File: src/rtl/fpnew_shared_apu_wrapper_if.sv
// Core-side APU channel bundle plus the shared FPnew request/response port.
// The wrapper takes the slave view; the cores and the FPU together are the master.
interface fpnew_shared_apu_wrapper_if #(
    parameter int NB_CH           = 4,
    parameter int ID_WIDTH        = 9,
    parameter int NB_ARGS         = 3,
    parameter int DATA_WIDTH      = 32,
    parameter int OPCODE_WIDTH    = 6,
    parameter int FLAGS_IN_WIDTH  = 15,
    parameter int FLAGS_OUT_WIDTH = 5
) ();
    localparam int TW = ID_WIDTH + $clog2(NB_CH);

    logic [NB_CH-1:0]                    apu_req_i;
    logic [NB_CH-1:0]                    apu_gnt_o;
    logic [NB_CH*ID_WIDTH-1:0]           apu_ID_i;
    logic [NB_CH*NB_ARGS*DATA_WIDTH-1:0] apu_operands_i;
    logic [NB_CH*OPCODE_WIDTH-1:0]       apu_op_i;
    logic [NB_CH*FLAGS_IN_WIDTH-1:0]     apu_flags_i;
    logic [NB_CH-1:0]                    apu_rready_i;
    logic [NB_CH-1:0]                    apu_rvalid_o;
    logic [DATA_WIDTH-1:0]               apu_rdata_o;
    logic [FLAGS_OUT_WIDTH-1:0]          apu_rflags_o;
    logic [ID_WIDTH-1:0]                 apu_rID_o;

    logic                                fpu_req_o;
    logic                                fpu_gnt_i;
    logic [NB_ARGS*DATA_WIDTH-1:0]       fpu_operands_o;
    logic [OPCODE_WIDTH-1:0]             fpu_op_o;
    logic [FLAGS_IN_WIDTH-1:0]           fpu_flags_o;
    logic [TW-1:0]                       fpu_tag_o;
    logic                                fpu_rvalid_i;
    logic [DATA_WIDTH-1:0]               fpu_rdata_i;
    logic [FLAGS_OUT_WIDTH-1:0]          fpu_rflags_i;
    logic [TW-1:0]                       fpu_rtag_i;

    modport master (
        output apu_req_i, apu_ID_i, apu_operands_i, apu_op_i, apu_flags_i,
        output apu_rready_i,
        output fpu_gnt_i, fpu_rvalid_i, fpu_rdata_i, fpu_rflags_i, fpu_rtag_i,
        input  apu_gnt_o, apu_rvalid_o, apu_rdata_o, apu_rflags_o, apu_rID_o,
        input  fpu_req_o, fpu_operands_o, fpu_op_o, fpu_flags_o, fpu_tag_o
    );

    modport slave (
        input  apu_req_i, apu_ID_i, apu_operands_i, apu_op_i, apu_flags_i,
        input  apu_rready_i,
        input  fpu_gnt_i, fpu_rvalid_i, fpu_rdata_i, fpu_rflags_i, fpu_rtag_i,
        output apu_gnt_o, apu_rvalid_o, apu_rdata_o, apu_rflags_o, apu_rID_o,
        output fpu_req_o, fpu_operands_o, fpu_op_o, fpu_flags_o, fpu_tag_o
    );
endinterface

File: src/rtl/fpnew_shared_apu_wrapper.sv
// Round-robin sharing of one FPnew port among NB_CH APU channels, with a
// credit-protected response FIFO routing results back by tag.
module fpnew_shared_apu_wrapper #(
    parameter int NB_CH           = 4,
    parameter int ID_WIDTH        = 9,
    parameter int NB_ARGS         = 3,
    parameter int DATA_WIDTH      = 32,
    parameter int OPCODE_WIDTH    = 6,
    parameter int FLAGS_IN_WIDTH  = 15,
    parameter int FLAGS_OUT_WIDTH = 5,
    parameter int RESP_DEPTH      = 4
) (
    input  logic                      clk,
    input  logic                      rst,
    fpnew_shared_apu_wrapper_if.slave bus,
    output logic                      busy_o,
    output logic                      ovf_err_o
);
    localparam int CH  = $clog2(NB_CH);
    localparam int OPW = NB_ARGS * DATA_WIDTH;
    localparam int AW  = $clog2(RESP_DEPTH);
    localparam int CW  = $clog2(RESP_DEPTH + 1);

    typedef struct packed {
        logic [CH-1:0]              chan;
        logic [ID_WIDTH-1:0]        id;
        logic [DATA_WIDTH-1:0]      data;
        logic [FLAGS_OUT_WIDTH-1:0] flags;
    } rsp_t;

    typedef enum logic {
        ARB_FREE,
        ARB_LOCKED
    } arb_state_e;

    arb_state_e    state_q, state_d;
    logic [CH-1:0] ptr_q;
    logic [CH-1:0] lock_q, lock_d;
    logic [CH-1:0] rr_win, winner;
    logic [CW-1:0] credits_q;
    logic [AW:0]   wr_ptr_q, rd_ptr_q;
    logic          ovf_q;

    rsp_t mem [RESP_DEPTH];
    rsp_t head;

    logic fpu_req, hs;
    logic empty, full, pop, push;

    function automatic logic [CH-1:0] ch_add(
        input logic [CH-1:0] p,
        input int unsigned   n
    );
        logic [CH:0] s;
        s = {1'b0, p} + (CH+1)'(n);
        if (s >= (CH+1)'(NB_CH)) s = s - (CH+1)'(NB_CH);
        return s[CH-1:0];
    endfunction

    function automatic logic [AW:0] ptr_inc(input logic [AW:0] p);
        if (p[AW-1:0] == AW'(RESP_DEPTH - 1))
            return {~p[AW], {AW{1'b0}}};
        return p + (AW+1)'(1);
    endfunction

    // Walk backwards so the nearest requester at/after the pointer wins.
    always_comb begin
        rr_win = ptr_q;
        for (int i = NB_CH - 1; i >= 0; i--) begin
            if (bus.apu_req_i[ch_add(ptr_q, unsigned'(i))])
                rr_win = ch_add(ptr_q, unsigned'(i));
        end
    end

    assign winner  = (state_q == ARB_LOCKED) ? lock_q : rr_win;
    assign fpu_req = (|bus.apu_req_i) && (credits_q != '0);
    assign hs      = fpu_req && bus.fpu_gnt_i;

    assign bus.fpu_req_o = fpu_req;

    always_comb begin
        state_d = state_q;
        lock_d  = lock_q;
        unique case (state_q)
            ARB_FREE: begin
                if (fpu_req && !bus.fpu_gnt_i) begin
                    state_d = ARB_LOCKED;
                    lock_d  = winner;
                end
            end
            ARB_LOCKED: begin
                if (hs) state_d = ARB_FREE;
            end
        endcase
    end

    always_comb begin
        bus.fpu_operands_o = '0;
        bus.fpu_op_o       = '0;
        bus.fpu_flags_o    = '0;
        bus.fpu_tag_o      = '0;
        bus.apu_gnt_o      = '0;
        for (int k = 0; k < NB_CH; k++) begin
            if (fpu_req && winner == CH'(k)) begin
                bus.fpu_operands_o = bus.apu_operands_i[k*OPW +: OPW];
                bus.fpu_op_o       = bus.apu_op_i[k*OPCODE_WIDTH +: OPCODE_WIDTH];
                bus.fpu_flags_o    = bus.apu_flags_i[k*FLAGS_IN_WIDTH +: FLAGS_IN_WIDTH];
                bus.fpu_tag_o      = {CH'(k), bus.apu_ID_i[k*ID_WIDTH +: ID_WIDTH]};
                bus.apu_gnt_o[k]   = bus.fpu_gnt_i;
            end
        end
    end

    assign empty = (wr_ptr_q == rd_ptr_q);
    assign full  = (wr_ptr_q[AW-1:0] == rd_ptr_q[AW-1:0])
                && (wr_ptr_q[AW] != rd_ptr_q[AW]);
    assign head  = mem[rd_ptr_q[AW-1:0]];

    always_comb begin
        bus.apu_rvalid_o = '0;
        pop              = 1'b0;
        for (int k = 0; k < NB_CH; k++) begin
            if (!empty && head.chan == CH'(k)) begin
                bus.apu_rvalid_o[k] = 1'b1;
                pop                 = bus.apu_rready_i[k];
            end
        end
    end

    // A full FIFO still accepts a response when its head leaves this cycle.
    assign push = bus.fpu_rvalid_i && (!full || pop);

    assign bus.apu_rdata_o  = empty ? '0 : head.data;
    assign bus.apu_rflags_o = empty ? '0 : head.flags;
    assign bus.apu_rID_o    = empty ? '0 : head.id;

    always_ff @(posedge clk or posedge rst) begin
        if (rst) begin
            state_q   <= ARB_FREE;
            lock_q    <= '0;
            ptr_q     <= '0;
            credits_q <= CW'(RESP_DEPTH);
            wr_ptr_q  <= '0;
            rd_ptr_q  <= '0;
            ovf_q     <= 1'b0;
        end else begin
            state_q <= state_d;
            lock_q  <= lock_d;
            if (hs) ptr_q <= ch_add(winner, 1);
            unique case ({hs, pop})
                2'b10:   credits_q <= credits_q - CW'(1);
                2'b01:   credits_q <= credits_q + CW'(1);
                default: credits_q <= credits_q;
            endcase
            if (push) wr_ptr_q <= ptr_inc(wr_ptr_q);
            if (pop)  rd_ptr_q <= ptr_inc(rd_ptr_q);
            if (bus.fpu_rvalid_i && !push) ovf_q <= 1'b1;
        end
    end

    always_ff @(posedge clk) begin
        if (push)
            mem[wr_ptr_q[AW-1:0]] <= {bus.fpu_rtag_i, bus.fpu_rdata_i, bus.fpu_rflags_i};
    end

    assign busy_o    = (credits_q != CW'(RESP_DEPTH));
    assign ovf_err_o = ovf_q;
endmodule

File: src/flat_wrapper.sv
// flat-port wrapper written by rule: the top's interface ports become plain ports
module fpnew_shared_apu_wrapper_flat 
#(
    parameter int NB_CH           = 4,
    parameter int ID_WIDTH        = 9,
    parameter int NB_ARGS         = 3,
    parameter int DATA_WIDTH      = 32,
    parameter int OPCODE_WIDTH    = 6,
    parameter int FLAGS_IN_WIDTH  = 15,
    parameter int FLAGS_OUT_WIDTH = 5,
    parameter int RESP_DEPTH      = 4
)
  (clk, rst, busy_o, ovf_err_o, bus_apu_req_i, bus_apu_ID_i, bus_apu_operands_i, bus_apu_op_i, bus_apu_flags_i, bus_apu_rready_i, bus_fpu_gnt_i, bus_fpu_rvalid_i, bus_fpu_rdata_i, bus_fpu_rflags_i, bus_fpu_rtag_i, bus_apu_gnt_o, bus_apu_rvalid_o, bus_apu_rdata_o, bus_apu_rflags_o, bus_apu_rID_o, bus_fpu_req_o, bus_fpu_operands_o, bus_fpu_op_o, bus_fpu_flags_o, bus_fpu_tag_o);
  fpnew_shared_apu_wrapper_if #(.NB_CH(NB_CH), .ID_WIDTH(ID_WIDTH), .NB_ARGS(NB_ARGS), .DATA_WIDTH(DATA_WIDTH), .OPCODE_WIDTH(OPCODE_WIDTH), .FLAGS_IN_WIDTH(FLAGS_IN_WIDTH), .FLAGS_OUT_WIDTH(FLAGS_OUT_WIDTH)) bus_i ();
  input  logic clk;
  input  logic rst;
  output logic busy_o;
  output logic ovf_err_o;
  input wire logic [$bits(bus_i.apu_req_i)-1:0] bus_apu_req_i;
  input wire logic [$bits(bus_i.apu_ID_i)-1:0] bus_apu_ID_i;
  input wire logic [$bits(bus_i.apu_operands_i)-1:0] bus_apu_operands_i;
  input wire logic [$bits(bus_i.apu_op_i)-1:0] bus_apu_op_i;
  input wire logic [$bits(bus_i.apu_flags_i)-1:0] bus_apu_flags_i;
  input wire logic [$bits(bus_i.apu_rready_i)-1:0] bus_apu_rready_i;
  input wire logic [$bits(bus_i.fpu_gnt_i)-1:0] bus_fpu_gnt_i;
  input wire logic [$bits(bus_i.fpu_rvalid_i)-1:0] bus_fpu_rvalid_i;
  input wire logic [$bits(bus_i.fpu_rdata_i)-1:0] bus_fpu_rdata_i;
  input wire logic [$bits(bus_i.fpu_rflags_i)-1:0] bus_fpu_rflags_i;
  input wire logic [$bits(bus_i.fpu_rtag_i)-1:0] bus_fpu_rtag_i;
  output wire logic [$bits(bus_i.apu_gnt_o)-1:0] bus_apu_gnt_o;
  output wire logic [$bits(bus_i.apu_rvalid_o)-1:0] bus_apu_rvalid_o;
  output wire logic [$bits(bus_i.apu_rdata_o)-1:0] bus_apu_rdata_o;
  output wire logic [$bits(bus_i.apu_rflags_o)-1:0] bus_apu_rflags_o;
  output wire logic [$bits(bus_i.apu_rID_o)-1:0] bus_apu_rID_o;
  output wire logic [$bits(bus_i.fpu_req_o)-1:0] bus_fpu_req_o;
  output wire logic [$bits(bus_i.fpu_operands_o)-1:0] bus_fpu_operands_o;
  output wire logic [$bits(bus_i.fpu_op_o)-1:0] bus_fpu_op_o;
  output wire logic [$bits(bus_i.fpu_flags_o)-1:0] bus_fpu_flags_o;
  output wire logic [$bits(bus_i.fpu_tag_o)-1:0] bus_fpu_tag_o;
  assign bus_i.apu_req_i = bus_apu_req_i;
  assign bus_i.apu_ID_i = bus_apu_ID_i;
  assign bus_i.apu_operands_i = bus_apu_operands_i;
  assign bus_i.apu_op_i = bus_apu_op_i;
  assign bus_i.apu_flags_i = bus_apu_flags_i;
  assign bus_i.apu_rready_i = bus_apu_rready_i;
  assign bus_i.fpu_gnt_i = bus_fpu_gnt_i;
  assign bus_i.fpu_rvalid_i = bus_fpu_rvalid_i;
  assign bus_i.fpu_rdata_i = bus_fpu_rdata_i;
  assign bus_i.fpu_rflags_i = bus_fpu_rflags_i;
  assign bus_i.fpu_rtag_i = bus_fpu_rtag_i;
  assign bus_apu_gnt_o = bus_i.apu_gnt_o;
  assign bus_apu_rvalid_o = bus_i.apu_rvalid_o;
  assign bus_apu_rdata_o = bus_i.apu_rdata_o;
  assign bus_apu_rflags_o = bus_i.apu_rflags_o;
  assign bus_apu_rID_o = bus_i.apu_rID_o;
  assign bus_fpu_req_o = bus_i.fpu_req_o;
  assign bus_fpu_operands_o = bus_i.fpu_operands_o;
  assign bus_fpu_op_o = bus_i.fpu_op_o;
  assign bus_fpu_flags_o = bus_i.fpu_flags_o;
  assign bus_fpu_tag_o = bus_i.fpu_tag_o;
  fpnew_shared_apu_wrapper #(.NB_CH(NB_CH), .ID_WIDTH(ID_WIDTH), .NB_ARGS(NB_ARGS), .DATA_WIDTH(DATA_WIDTH), .OPCODE_WIDTH(OPCODE_WIDTH), .FLAGS_IN_WIDTH(FLAGS_IN_WIDTH), .FLAGS_OUT_WIDTH(FLAGS_OUT_WIDTH), .RESP_DEPTH(RESP_DEPTH)) u_core (.clk(clk), .rst(rst), .bus(bus_i), .busy_o(busy_o), .ovf_err_o(ovf_err_o));
endmodule
File: config.mk
export PLATFORM = sky130hd
export DESIGN_NAME = fpnew_shared_apu_wrapper_flat
export DESIGN_NICKNAME = d
export VERILOG_FILES = /design/src/rtl/fpnew_shared_apu_wrapper_if.sv /design/src/rtl/fpnew_shared_apu_wrapper.sv /design/src/flat_wrapper.sv
export SDC_FILE = /design/constraint.sdc
export NUM_CORES = 1
export LEC_CHECK = 0
export CAP_MARGIN = 20
export CORE_AREA = 2 2 288 290
export CTS_CLUSTER_DIAMETER = 60
export DETAILED_ROUTE_END_ITERATION = 7
export DIE_AREA = 0 0 290 292
export GPL_TIMING_DRIVEN = 0
export PLACE_DENSITY = 0.51
export SLEW_MARGIN = 5
export SYNTH_ARGS = -nofsm -noshare
export SYNTH_HDL_FRONTEND = slang
export SYNTH_SLANG_ARGS = --single-unit
File: constraint.sdc
create_clock -name clk -period 4.05 [get_ports clk]
set_input_delay 0.81 -clock clk [delete_from_list [all_inputs] [get_ports clk]]
set_output_delay 0.81 -clock clk [all_outputs]
set_load 0.005 [all_outputs]
==> results.json <==
{
  "outcome": "complete, but fails checks",
  "failed_checks": "negative setup slack",
  "antenna_violating_nets_post_route": 0,
  "layout_top_cell": "sky130_fd_sc_hd__clkdlybuf4s50_1",
  "diodes": 28,
  "n_all_inverters": 15,
  "placed_cell_area_um2": 20800,
  "stage_log_warnings": 34,
  "sequential_cell_total": 207,
  "worst_hold_path.num_cells": 2,
  "swShare_pct": 49.7,
  "ys_chip_area_um2": 12000,
  "combPwrFrac_pct": 81.4,
  "grt_setup_unrepaired": "true",
  "min-delay-path-class": "reg2reg",
  "tightest_slew_ns": 1.03,
  "worst_ep_required_time_ns": 3.24,
  "met2RoutedLength_um": 46900,
  "cellInternalPower_mw": 14.1,
  "syn-mean-instance-area_um2": 11.7,
  "num-multi-input-gates": 689,
  "clock_power_share_pct": 7.7,
  "io_buffers": 748,
  "floorplan.die.width_um": 290,
  "cts-hold-fix-buffers": 0,
  "rr_startpoint": "u_core.rd_ptr_q[0]",
  "power_per_cell_area_nw_per_um2": 1110,
  "min_period_over_period_pct": 105,
  "gr-usage-met1_pct": 25.4,
  "detail_route.drc_violations": 0,
  "synth_warnings": 0,
  "p_total_mw": 27.9,
  "path_cells": "buf_4 > inv_4 > o22ai_2 > a222oi_1 > buf_4 > mux2i_4 > inv_2 > ha_4 > inv_4 > a211oi_4 > buf_6 > clkbuf_16 > buf_8 > buf_8 > a221oi_2 > a21oi_2 > buf_2",
  "final-clk-cell-share_pct": 3.16,
  "dp_cells": 2844,
  "detailroute.wirelength.met3_um": 14800,
  "post_route_cells_drive_above_1_share_pct": 35.8,
  "cts_tree": "yes",
  "final_core_utilization_pct": 30.8,
  "drtPass1Iterations": 7,
  "grt_antenna_before_repair": 51,
  "classification_of_the_worst_setup_path": "in2out",
  "routed.top_layer": "met5",
  "slew_headroom_pct": 31.5,
  "critical_path.endpoint_type": "primary output",
  "timing.critical_path.to": "bus_fpu_operands_o[92]",
  "fin_skew_ns": 0.0311,
  "crit_family": "buffers and inverters",
  "clockNetworkPower_mw": 2.15,
  "cts_buffers": 25,
  "period_minus_slack_ns": 4.25,
  "synth.area.mux_share_pct": 10.1,
  "vias_per_cell": 4.47,
  "clock_buffers": 29,
  "syn_nets": 1599,
  "comb_area_um2": 7310,
  "post_route_m1_wl_um": 38000,
  "maxPowerGroup": "combinational logic",
  "hold-path-endpoint": "u_core.ovf_err_o",
  "totalNegativeSetupSlack_ns": -9.14,
  "die-height_um": 292,
  "rows": 105,
  "route.final.wire_length_um": 103000,
  "startpoint": "bus_apu_req_i[0]",
  "dominant_cells": "non-clock buffers",
  "drt_iter0_drc": 798,
  "power_combinational_mw": 22.7,
  "reg_to_reg_critical_path_endpoint": "u_core.mem[3][15]",
  "wl_per_cell_um": 34.6,
  "timing.critical_path.arrival_ns": 3.44,
  "edf_count": 192,
  "power.leakage_nw": 8.63,
  "numSynthFlops": 207,
  "worst_hold_slack_ns": 0.468,
  "placeable_core_region_um2": 81600,
  "synth_simple_gate_area_share_pct": 10.7,
  "cts.sink_count": 207,
  "netlist_area_um2": 12000,
  "postSynth.topFlopCell": "sky130_fd_sc_hd__edfxtp_1",
  "vdd.ir_drop.worst_uv": 415,
  "setup_ws_ns": -0.203,
  "pin_count": 749,
  "ys_sh_aoi_pct": 21.3,
  "postCtsResizedCells": 1270,
  "layout.buffer.nonclock.area_share_pct": 37.4,
  "finalNonFillerCells": 2983,
  "synth.cellmix.adderShare_pct": 1.21,
  "worstHoldStart": "u_core.ovf_err_o",
  "cell_count_along_the_critical_path": 17,
  "worst_path_max_delay_cell": "sky130_fd_sc_hd__a222oi_1",
  "grt_start_max_net_pins": 50,
  "clock_tree.htree_level_count": 1,
  "finalSetupViolations": 110,
  "globalRoute.totalOverflow": 0,
  "fp_util_pct": 14.7,
  "die-area_um2": 84700,
  "synth.comb.largest_family": "AND-OR/OR-AND gates",
  "synth.distinct_cells": 44,
  "gr-usage-met2_pct": 37.5,
  "tapcells": 1070,
  "detailroute.via_count": 13300,
  "gp_routability_congestion": 1.01,
  "total_switching_power_mw": 13.9,
  "flop_latch_power_mw": 3.05,
  "cts.root.buffer_cell": "sky130_fd_sc_hd__clkbuf_16",
  "worst_r2r_path_depth": 5,
  "first_global_vias": 14400,
  "area.share.combinational_pct": 29.1,
  "share_of_total_power_in_sequential_cells_pct": 10.9,
  "ys_sh_xor_pct": 0.869,
  "seq_area_um2": 6140,
  "synth-async-reset-ratio_pct": 7.25,
  "minimum_setup_slack_among_reg_to_reg_paths_ns": 0.94,
  "critical_path_buf_inv_count": 10,
  "final_cell_mix": "615 x sky130_fd_sc_hd__clkdlybuf4s50_1, 192 x sky130_fd_sc_hd__edfxtp_1, 114 x sky130_fd_sc_hd__or3_1",
  "synthesis.instances": 1024,
  "maximum_net_fanout_on_the_critical_path": 6,
  "start_kind": "primary input",
  "grt_util_met3_pct": 14.3
}
==> cells in the mapped netlist (all sizes together) (6+ instances only) <==
cell type,n,area (µm²)
ha,10,125
a221oi,127,1130
inv,15,56.3
buf,28,160
a21oi,128,641
o21ai,128,641
nor2,11,41.3
nand2,10,37.5
nor2b,46,288
clkbuf,85,319
dfrtp,14,350
o22ai,8,56.3
xor2,6,60.1
mux4,48,1080
edfxtp,192,5770
or3,123,769
mux2,7,86.3
==> sequential cells by signal, summed over array words and instances (netlist names), named ones only <==
name	cells
u_core.mem	192
u_core.credits_q	3
u_core.rd_ptr_q	3
u_core.wr_ptr_q	3
u_core.lock_q	2
u_core.ptr_q	2
u_core.ovf_err_o	1
**Wiring by layer**

Only two layers are drawn.
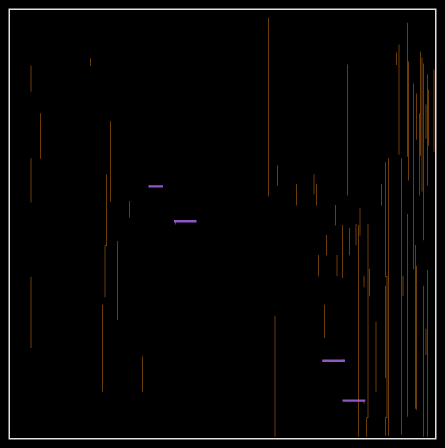
- met5: purple (wire length 49.7 µm)
- met4: orange (wire length 3480 µm)

**M4 wires**

The bar under the picture is 100 µm long.
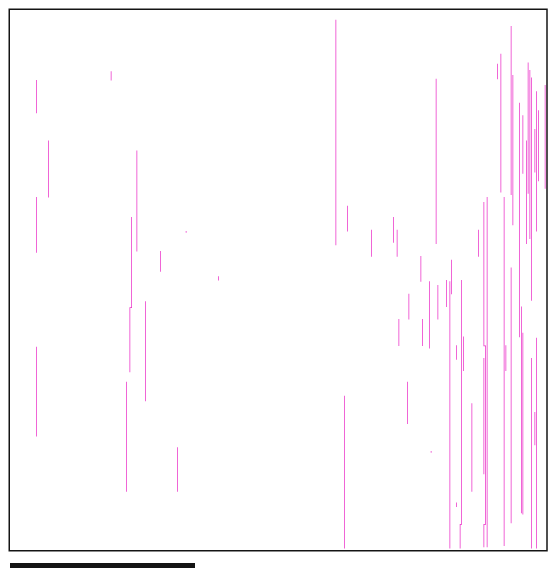
- longest straight run: 189 µm
- wire length on this layer: 3480 µm
- nets with wire on the layer: 55
- share of all routed wire: 3.4%

